--- config.mk ---
export PLATFORM = sky130hd
export DESIGN_NAME = ibus_cache
export DESIGN_NICKNAME = d
export VERILOG_FILES = /design/src/rtl/ibus_cache_pkg.sv /design/src/rtl/ibus_cache_mem.sv /design/src/rtl/ibus_cache.sv
export SDC_FILE = /design/constraint.sdc
export NUM_CORES = 1
export LEC_CHECK = 0
export ABC_CLOCK_PERIOD_IN_PS = 9800
export CORE_MARGIN = 3
export CORE_UTILIZATION = 40
export DETAILED_ROUTE_END_ITERATION = 7
export GPL_TIMING_DRIVEN = 1
export MAX_ROUTING_LAYER = met4
export PLACE_DENSITY = 0.56
export SKIP_CTS_REPAIR_TIMING = 1
export SYNTH_ARGS = -nofsm -noshare
export SYNTH_HDL_FRONTEND = slang
export SYNTH_SLANG_ARGS = --single-unit
--- constraint.sdc ---
create_clock -name wb_clk -period 9.8 [get_ports wb_clk]
set_input_delay 1.96 -clock wb_clk [delete_from_list [all_inputs] [get_ports wb_clk]]
set_output_delay 1.96 -clock wb_clk [all_outputs]
set_load 0.01 [all_outputs]
--- src/rtl/ibus_cache_pkg.sv ---
// ----------------------------------------------------------------------------
// ibus_cache_pkg
//   Shared definitions for the ibus_cache instruction cache:
//     - state_t          : controller state encoding
//     - WORD_ALIGN_MASK  : clears the byte-offset bits of a fetch address
//     - WORD_BYTES       : address stride between consecutive cache lines
//     - idx_w / tag_w    : derived index and tag widths from LINES and AW
// ----------------------------------------------------------------------------
package ibus_cache_pkg;

    typedef enum logic [1:0] {
        IDLE     = 2'd0,
        FILL     = 2'd1,
        GAP      = 2'd2,
        PREFETCH = 2'd3
    } state_t;

    localparam logic [31:0] WORD_ALIGN_MASK = 32'hFFFF_FFFC;
    localparam logic [31:0] WORD_BYTES      = 32'd4;

    // Index width: one line per word, LINES is a power of two.
    function automatic int idx_w(input int lines);
        return $clog2(lines);
    endfunction

    // Tag width: significant address bits above the byte offset and index.
    function automatic int tag_w(input int aw, input int lines);
        return aw - 2 - $clog2(lines);
    endfunction

endpackage

--- src/rtl/ibus_cache_mem.sv ---
// ----------------------------------------------------------------------------
// ibus_cache_mem
//   LINES x (TAG_W+32) tag/data storage with one read and one write port,
//   plus a valid-bit vector kept in flops so a flush clears every line in a
//   single cycle. The read port is combinational so a lookup completes in the
//   same cycle the address is presented.
//
// Ports:
//   clk, rst_n        clock, asynchronous active-low reset (valid bits only)
//   flush             clear all valid bits on the next edge (beats a write)
//   rd_idx            read line index
//   rd_tag, rd_data   stored tag and word for rd_idx
//   rd_valid          valid bit for rd_idx
//   wr_en             write tag/data at wr_idx and mark the line valid
//   wr_idx, wr_tag, wr_data  write port
// ----------------------------------------------------------------------------
module ibus_cache_mem
    import ibus_cache_pkg::*;
#(
    parameter int LINES = 16,
    parameter int TAG_W = 18,
    parameter int IDX_W = idx_w(LINES)
) (
    input  logic             clk,
    input  logic             rst_n,
    input  logic             flush,
    input  logic [IDX_W-1:0] rd_idx,
    output logic [TAG_W-1:0] rd_tag,
    output logic [31:0]      rd_data,
    output logic             rd_valid,
    input  logic             wr_en,
    input  logic [IDX_W-1:0] wr_idx,
    input  logic [TAG_W-1:0] wr_tag,
    input  logic [31:0]      wr_data
);

    logic [TAG_W+31:0] ram [LINES];
    logic [LINES-1:0]  valid;

    // NOTE: the tag/data array has no reset; contents are meaningless until
    // the matching valid bit is set, and a reset would keep it out of RAM.
    always_ff @(posedge clk) begin
        if (wr_en) begin
            ram[wr_idx] <= {wr_tag, wr_data};
        end
    end

    assign {rd_tag, rd_data} = ram[rd_idx];
    assign rd_valid          = valid[rd_idx];

    // Flush has priority so a fill completing in the flush cycle stays invalid.
    always_ff @(posedge clk or negedge rst_n) begin
        if (!rst_n) begin
            valid <= '0;
        end else if (flush) begin
            valid <= '0;
        end else if (wr_en) begin
            valid[wr_idx] <= 1'b1;
        end
    end

endmodule

--- src/rtl/ibus_cache.sv ---
// ----------------------------------------------------------------------------
// ibus_cache
//   Direct-mapped, read-only, one-word-per-line instruction cache between the
//   CPU instruction bus (slave side, s_*) and the SPI-flash fetcher (master
//   side, m_*). Wishbone classic on both sides.
//
//   Hit : s_ack one cycle after s_cyc is first seen.
//   Miss: m_cyc at the word-aligned address; on m_ack the line is written and
//         the word is returned to the CPU on the next cycle.
//   A GAP cycle after every ack covers the CPU's registered cyc drop.
//
// Optional feature (macro IBUS_CACHE_PREFETCH_EN):
//   after a demand fill the next sequential line is fetched into the cache
//   unless it is already present.
//
// Ports:
//   wb_clk, wb_rst_n   clock, asynchronous active-low reset
//   flush              one-cycle pulse, invalidates every line
//   s_adr, s_cyc       CPU fetch address / request
//   s_rdt, s_ack       instruction word / one-cycle acknowledge
//   m_adr, m_cyc       word-aligned fetch address / request to the fetcher
//   m_rdt, m_ack       fetched word / acknowledge from the fetcher
// ----------------------------------------------------------------------------
module ibus_cache
    import ibus_cache_pkg::*;
#(
    parameter int LINES = 16,
    parameter int AW    = 24
) (
    input  logic        wb_clk,
    input  logic        wb_rst_n,
    input  logic        flush,
    input  logic [31:0] s_adr,
    input  logic        s_cyc,
    output logic [31:0] s_rdt,
    output logic        s_ack,
    output logic [31:0] m_adr,
    output logic        m_cyc,
    input  logic [31:0] m_rdt,
    input  logic        m_ack
);

    localparam int IDX_W = idx_w(LINES);
    localparam int TAG_W = tag_w(AW, LINES);

    state_t            state;
    logic [31:0]       rd_adr;
    logic [IDX_W-1:0]  rd_idx;
    logic [TAG_W-1:0]  lookup_tag;
    logic [TAG_W-1:0]  stored_tag;
    logic [31:0]       stored_word;
    logic              stored_valid;
    logic              lookup_hit;
    logic              wr_en;
    logic              unused_adr_bits;

    // The read port serves the CPU address while idle; during a fill it is
    // free, so it probes the next sequential line for the prefetch decision.
    always_comb begin
        // NOTE: default first so every path assigns rd_adr and no latch forms.
        rd_adr = s_adr;
`ifdef IBUS_CACHE_PREFETCH_EN
        if (state != IDLE) begin
            rd_adr = m_adr + WORD_BYTES;
        end
`endif
    end

    assign rd_idx     = rd_adr[2 +: IDX_W];
    assign lookup_tag = rd_adr[AW-1 -: TAG_W];

    // A flush in the lookup cycle forces a miss.
    assign lookup_hit = stored_valid && (stored_tag == lookup_tag) && !flush;

    // Demand fills and prefetches both write the line on m_ack.
    assign wr_en = m_cyc && m_ack && ((state == FILL) || (state == PREFETCH));

    // Byte offset and bits above AW play no part in indexing or tag compare.
    assign unused_adr_bits = ^{rd_adr[1:0], rd_adr[31:AW]};

    ibus_cache_mem #(
        .LINES (LINES),
        .TAG_W (TAG_W),
        .IDX_W (IDX_W)
    ) u_mem (
        .clk      (wb_clk),
        .rst_n    (wb_rst_n),
        .flush    (flush),
        .rd_idx   (rd_idx),
        .rd_tag   (stored_tag),
        .rd_data  (stored_word),
        .rd_valid (stored_valid),
        .wr_en    (wr_en),
        .wr_idx   (m_adr[2 +: IDX_W]),
        .wr_tag   (m_adr[AW-1 -: TAG_W]),
        .wr_data  (m_rdt)
    );

    // NOTE: all controller state uses non-blocking assignments so every
    // register samples pre-edge values regardless of statement order.
    always_ff @(posedge wb_clk or negedge wb_rst_n) begin
        if (!wb_rst_n) begin
            state <= IDLE;
            s_ack <= 1'b0;
            s_rdt <= '0;
            m_cyc <= 1'b0;
            m_adr <= '0;
        end else begin
            s_ack <= 1'b0;
            case (state)
                IDLE: begin
                    if (s_cyc) begin
                        if (lookup_hit) begin
                            s_rdt <= stored_word;
                            s_ack <= 1'b1;
                            state <= GAP;
                        end else begin
                            m_adr <= s_adr & WORD_ALIGN_MASK;
                            m_cyc <= 1'b1;
                            state <= FILL;
                        end
                    end
                end

                FILL: begin
                    if (m_ack) begin
                        m_cyc <= 1'b0;
                        // A CPU that abandoned the fetch gets no ack.
                        if (s_cyc) begin
                            s_rdt <= m_rdt;
                            s_ack <= 1'b1;
                        end
`ifdef IBUS_CACHE_PREFETCH_EN
                        if (lookup_hit) begin
                            state <= GAP;
                        end else begin
                            m_adr <= m_adr + WORD_BYTES;
                            state <= PREFETCH;
                        end
`else
                        state <= GAP;
`endif
                    end
                end

`ifdef IBUS_CACHE_PREFETCH_EN
                // m_cyc is dropped for one cycle between the demand fill and
                // the prefetch so the fetcher sees two distinct bus cycles.
                PREFETCH: begin
                    if (!m_cyc) begin
                        m_cyc <= 1'b1;
                    end else if (m_ack) begin
                        m_cyc <= 1'b0;
                        state <= GAP;
                    end
                end
`endif

                GAP: begin
                    state <= IDLE;
                end

                default: begin
                    state <= IDLE;
                end
            endcase
        end
    end

endmodule

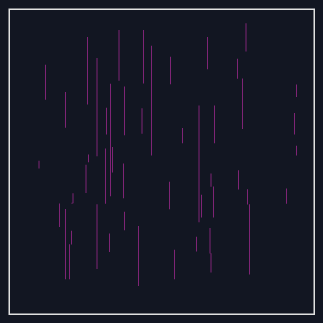
Fig. 1. The metal 4 layer.
(1 px per micron)
- wire length on this layer: 1800 microns
- main direction: vertical
- longest straight run: 116 microns
vias post-DR: 18100
WL final: 87900 microns

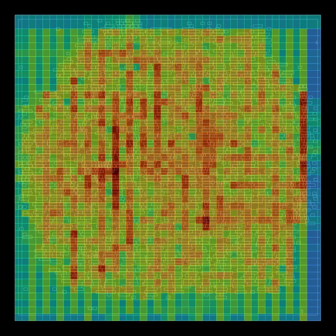
Fig. 2. Routing congestion.
wire per inst: 28.2 microns
fin util: 47.0%
M2 GR Usage: 30.4%
GR Layer Usage met1: 28.5%
grt met3 use: 2.98%

==> summary.txt <==
run results: share of cells above drive strength 1=23.1%, Min-Delay Path Class=flip-flop to flip-flop, gp weighted congestion=0.784, setup TNS=0 ps, final hold slack=490 ps, R2R depth=9, Sw Share=23.8%, pwr dens=219 nW/um^2, htree depth=3, mux frac, synth=17.4%, Final Critical Period=6440 ps, antenna viol nets, final=0, skew final=15.3 ps, Top Metal Used=met4, worst hold start=m_adr[24], cycle use final=65.8%, Max-Cap Viols=0, Hold Violations, Final=0, GRT Residual Overflow=0, largest net degree at the start of global routing=81, Hold Crit Endpoint=m_adr[24], register with the most flip-flops=u_mem.ram, max FFs per register=800, met3 WL=4810 microns, Top pwr grp=registers, Yosys Instances=1733, highest cell delay on the worst timing path=780 ps, Cell Type Count=64, setup violators final=0, crit-path leading delay family=buffers and inverters, warnings from Yosys=0, post-synth top area cell=edfxtp_1, slowest cell on the critical path=buf_4, Worst-path clk slew=60 ps, DP Cell Count=2947, WP buf/inv=4, relative slew slack=21.6%, Sw Pwr=2.14 mW, post-synthesis simple-gate area fraction=4.17%, Core Rows=108, Tool Warnings=28, CP arrival=7000 ps, Chip Area, Yosys=35400 sq um, CTS sink cnt=882, post-layout power=8.98 mW, Critical R2R Launch=u_mem.ram[14][36], Clock Tree Buf Depth=3, cell mode on critical path=buf_4, Total Routing Usage GR=19.9%, syn avg cell area=20.4 sq um, worst-path cell chain=buf_4 -> buf_4 -> clkinv_1 -> mux2i_1 -> xor2_1 -> nand4_1 -> a2111oi_0 -> nand4b_1 -> buf_4 -> or4b_1 -> nand3_1, Async SR Flop Fraction=9.30%, achievable frequency=155 MHz, vias in the first global route=18600, Logic pwr share=10.5%, Post-synth top cells=edfxtp_1 (800), mux4_2 (214), dfrtp_1 (82), most used routing layer=met2, most frequent cell after synthesis=edfxtp_1, XOR-XNOR Cells, Area Fraction=0.445%, TritonRoute pass-1 iters=5, Levels on crit path=11, status=finished clean, yosys adder share=0%, global-route wire length before repair=129000 microns, top_reg_cell synth=edfxtp_1, unrepaired setup endpoints after global routing=no, Initial Util=40.5%, Int Power=6.84 mW, I/O pin cnt=135, Dominant comb cell=multiplexers, Crit Path Class=primary input to flip-flop, LEAKAGE=13.1 nW, setup slack after layout=3360 ps, power in the clock group=3.39 mW, final instance area=41000 sq um, synthesized area=35400 sq um, Synth top area share=67.9%, nets@finish=1955, Layout area overhead=15.9%, sequential share of power=51.7%, crit end category=flip-flop, R2R Path End=s_rdt[27], Req. time, crit path=10360 ps, metal2 WL=42100 microns, Syn Inst Count=1733, Core Footprint=87300 sq um, worst slew pin tran=1170 ps, PortBufs=130, Worst-Skew Late Latency=630 ps, CTS Buf Count=92, DP Area=38000 sq um, Reg2Reg Setup Slack=5850 ps, Post-Layout Cell Count=3121, pre-CTS WS=2740 ps, DR DRC count=0, P_comb=0.939 mW, Seq. pwr=4.64 mW, HPWL after DPL=46300 microns, top flop regs=u_mem.ram x800, s_rdt x32, m_adr x30, CP Capture Point=s_rdt[14], ys flops=882, Critical Path Start=s_adr[4]
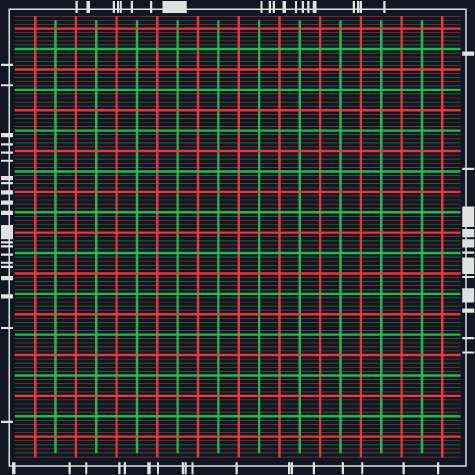
Fig. 3. Floorplan with the power grid.
(1.5 px per micron) Pins as bars on the die edge.
- VSS: red
- VDD: green
- signal pins: 135
- met5 straps: 21
- met4 straps: 21
Die Width: 303 microns
Die H: 303 microns
Max IR drop VDD: 0.154 mV

==> cell type report <==
cell class                 instances  area, sq um
tap                             1155         1450
fill                            7352        46300
sequential                       882        26100
timing repair buffer             169         1590
antenna                            3         7.51
multi-input combinational        733         8900
inverter                           8         31.3
clock buffer                     139         2720
clock inverter                    32          236
==> cell usage in the layout (no fill, tap or decap), types with 36 or more instances in the layout <==
cell / netlist / layout
clkbuf_16: 0 / 97
mux2i_1: 53 / 53
edfxtp_1: 800 / 800
nor2_1: 57 / 44
a221oi_1: 36 / 36
clkdlybuf4s50_1: 0 / 125
dfrtp_1: 82 / 82
buf_4: 8 / 41
mux2_2: 41 / 41
nand3_1: 43 / 43
mux4_2: 214 / 214
Power and IR drop assume default switching activity.
